==> config.mk <==
export PLATFORM = sky130hd
export DESIGN_NAME = ram_bist_ctrl
export DESIGN_NICKNAME = d
export VERILOG_FILES = /design/src/rtl/ram_bist_ctrl.sv
export SDC_FILE = /design/constraint.sdc
export NUM_CORES = 1
export LEC_CHECK = 0
export CAP_MARGIN = 20
export CELL_PAD_IN_SITES_DETAIL_PLACEMENT = 1
export CELL_PAD_IN_SITES_GLOBAL_PLACEMENT = 2
export CORE_AREA = 2 2 97 99
export DETAILED_ROUTE_END_ITERATION = 16
export DIE_AREA = 0 0 99 101
export PLACE_DENSITY_LB_ADDON = 0.1
export SLEW_MARGIN = 25
export SYNTH_ARGS = -nofsm -noshare
export SYNTH_HDL_FRONTEND = slang
export SYNTH_SLANG_ARGS = --single-unit
==> constraint.sdc <==
create_clock -name clk -period 1.9 [get_ports clk]
set_clock_uncertainty 0.1 [all_clocks]
set_input_delay 0.57 -clock clk [delete_from_list [all_inputs] [get_ports clk]]
set_output_delay 0.57 -clock clk [all_outputs]
set_load 0.01 [all_outputs]
==> images/pins.png <==
Drawn at 4 px/um. Pins as bars across the die edge, other pins in gray.
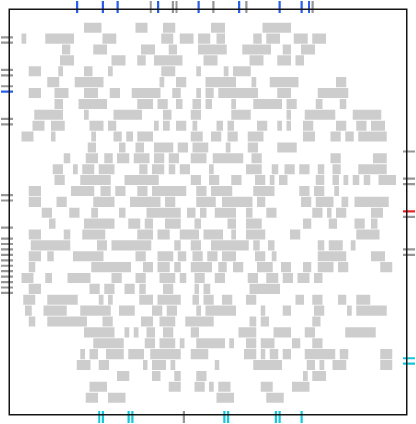
[blue] first_err_addr | pins: 10 | direction: output | edge: 9 north, 1 west
[cyan] err_count | pins: 11 | direction: output | edge: 9 south, 2 east
[red] busy | pins: 1 | direction: output | edge: east
all pins by edge: 22 west, 15 north, 10 south, 9 east
DIE WIDTH: 99 um
DIE HEIGHT: 101 um

==> images/metal_stack.png <==
Drawn at 4 px/um. Only two layers are drawn.
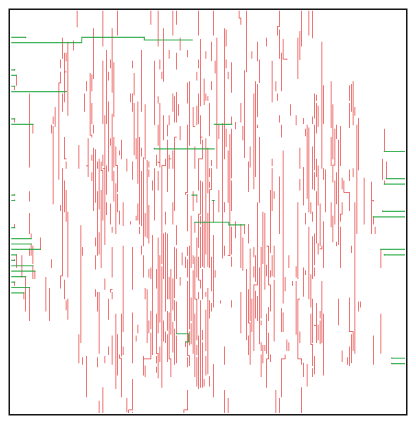
[red] met2 | wire length: 4,040 um
[green] met3 | wire length: 200 um
wirelength, routed: 8300 um
Vias: 2,412

==> run_results.csv <==
group,metric,value,unit
drt,avgViaCountPerCell,4.89,
power,power.density,482,mW/mm^2
cells_and_area,nets,396,
critical_path,cpMostUsedCell,"buf_6",
clock_tree,clock_latency,0.29,ns
critical_path,reg2reg_depth,9,
clock_tree,clk_transition_reported_paths,0.08,ns
sta,layout_setup_ws,-0.00309,ns
power,p_leak,1.73,nW
cells_and_area,drive_gt1_frac,0.395,
cells_and_area,nNonClkInverters,7,
yosys,ys_warn_count,0,
critical_path,path_delay_family,"AND-OR/OR-AND gates",
clock_tree,cts_setup_buffers,15,
critical_path,reg2reg_slack,-0.003,ns
cells_and_area,n_fill_cell,1032,
drt,drtIter0Drc,66,
cells_and_area,design.seq.count,38,
cells_and_area,finalInstanceArea,0.00376,sq mm
sta,rsz0062_at_grt,"yes",
floorplanning,placementRows,35,
yosys,ff_type,"dfxtp_1",
critical_path,crit_fanout,5,
clock_tree,postCtsHoldBufs,0,
cells_and_area,comb_cells,199,
drt,drt.antenna.violating_nets,0,
cells_and_area,comb_area,0.00156,sq mm
placed_design,hpwl,5880,um
yosys,synth_area_per_cell,8.48,sq um
floorplanning,initCoreUtil,0.251,
global_route,grtUsageTotal,0.173,
power,peakVddDrop,0.281,mV
critical_path,crit_required,2.04,ns
run_status,outcome,"finished with violations",
sta,max_clock_freq,525,MHz
critical_path,worstSetupPathType,"register to register",
drt,top_layer,"met4",
cells_and_area,largest_reg_flops,11,
cells_and_area,buffer_area_frac,0.304,
placed_design,post-place-ws,-0.614,ns
yosys,top_area_frac,0.337,
global_route,busiest_layer,"met2",
critical_path,path_depth,9,
global_route,grt_use_met1,0.236,
clock_tree,clockBufferDepth,2,
floorplanning,chipArea,0.0100,sq mm
flow_run,warnings,30,
cells_and_area,clock_area_frac,0.0243,
critical_path,cp-start-kind,"register",
clock_tree,cts_sinks,38,
sta,fin_tns_setup,-0.00309,ns
floorplanning,tap_cells,111,
sta,whs,0.368,ns
yosys,syn_nets,281,
sta,min_period_over_period,1.00,
global_route,grt_overflow_total,0,
cells_and_area,regArea,797,sq um
global_route,grt_use_met3,0.0264,
drt,dr.pass1.iters,4,
flow_run,max_cap_violations,0,
drt,drc_errors,0,
global_route,grt_pass1_wl,13800,um
yosys,syn_inst,266,
sta,slew_violations,0,
yosys,netlist_area,0.00226,sq mm
cells_and_area,stdcell_count,493,
global_route,antenna_found_initial,0,
sta,setup_viol,1,
yosys,ys_seq_share,0.337,
placed_design,placed_area,0.00322,sq mm
drt,wl_met2,4040,um
cells_and_area,lay_top_count,"buf_4",
drt,wl_met1,4000,um
yosys,top_area_cell,"dfxtp_1",
clock_tree,numCtsBuffers,5,
placed_design,placedCellCount,461,
run_status,violations,"negative setup slack",
critical_path,path_cells,"buf_6, xor2_4, nor4_4, buf_4, buf_6, buf_6, a211o_1, a211o_1, nand2_1",
clock_tree,post_cts_resized,96,
## logic make-up after synthesis
logic type,Yosys count,share of synthesized area
xor gates and xnor gates,8,0.0311
other,1,0.00166
DFF,38,0.337
AOI/OAI and AO/OA,51,0.164
buffers and inverters,29,0.0727
and+or+nand+nor,120,0.306
adders and majority gates,3,0.0166
muxes,16,0.0710
## cell usage after synthesis (all sizes together), types with 5 or more instances
library cell,number
and4,5
a21oi,15
xor2,8
mux2i,16
and3,8
dfxtp,38
nor2,5
buf,17
inv,7
clkbuf,5
nor3,6
nand2b,23
nand4,7
nand2,34
o211ai,5
nand3,12
a311oi,7
## report_power, final
| part | switching [mW] | internal (mW) |
|---|---|---|
| Sequential | 0.0165 | 0.805 |
| Combinational | 0.192 | 0.190 |
| Clock | 0.313 | 0.294 |
Power is estimated from default activity; no workload was simulated.
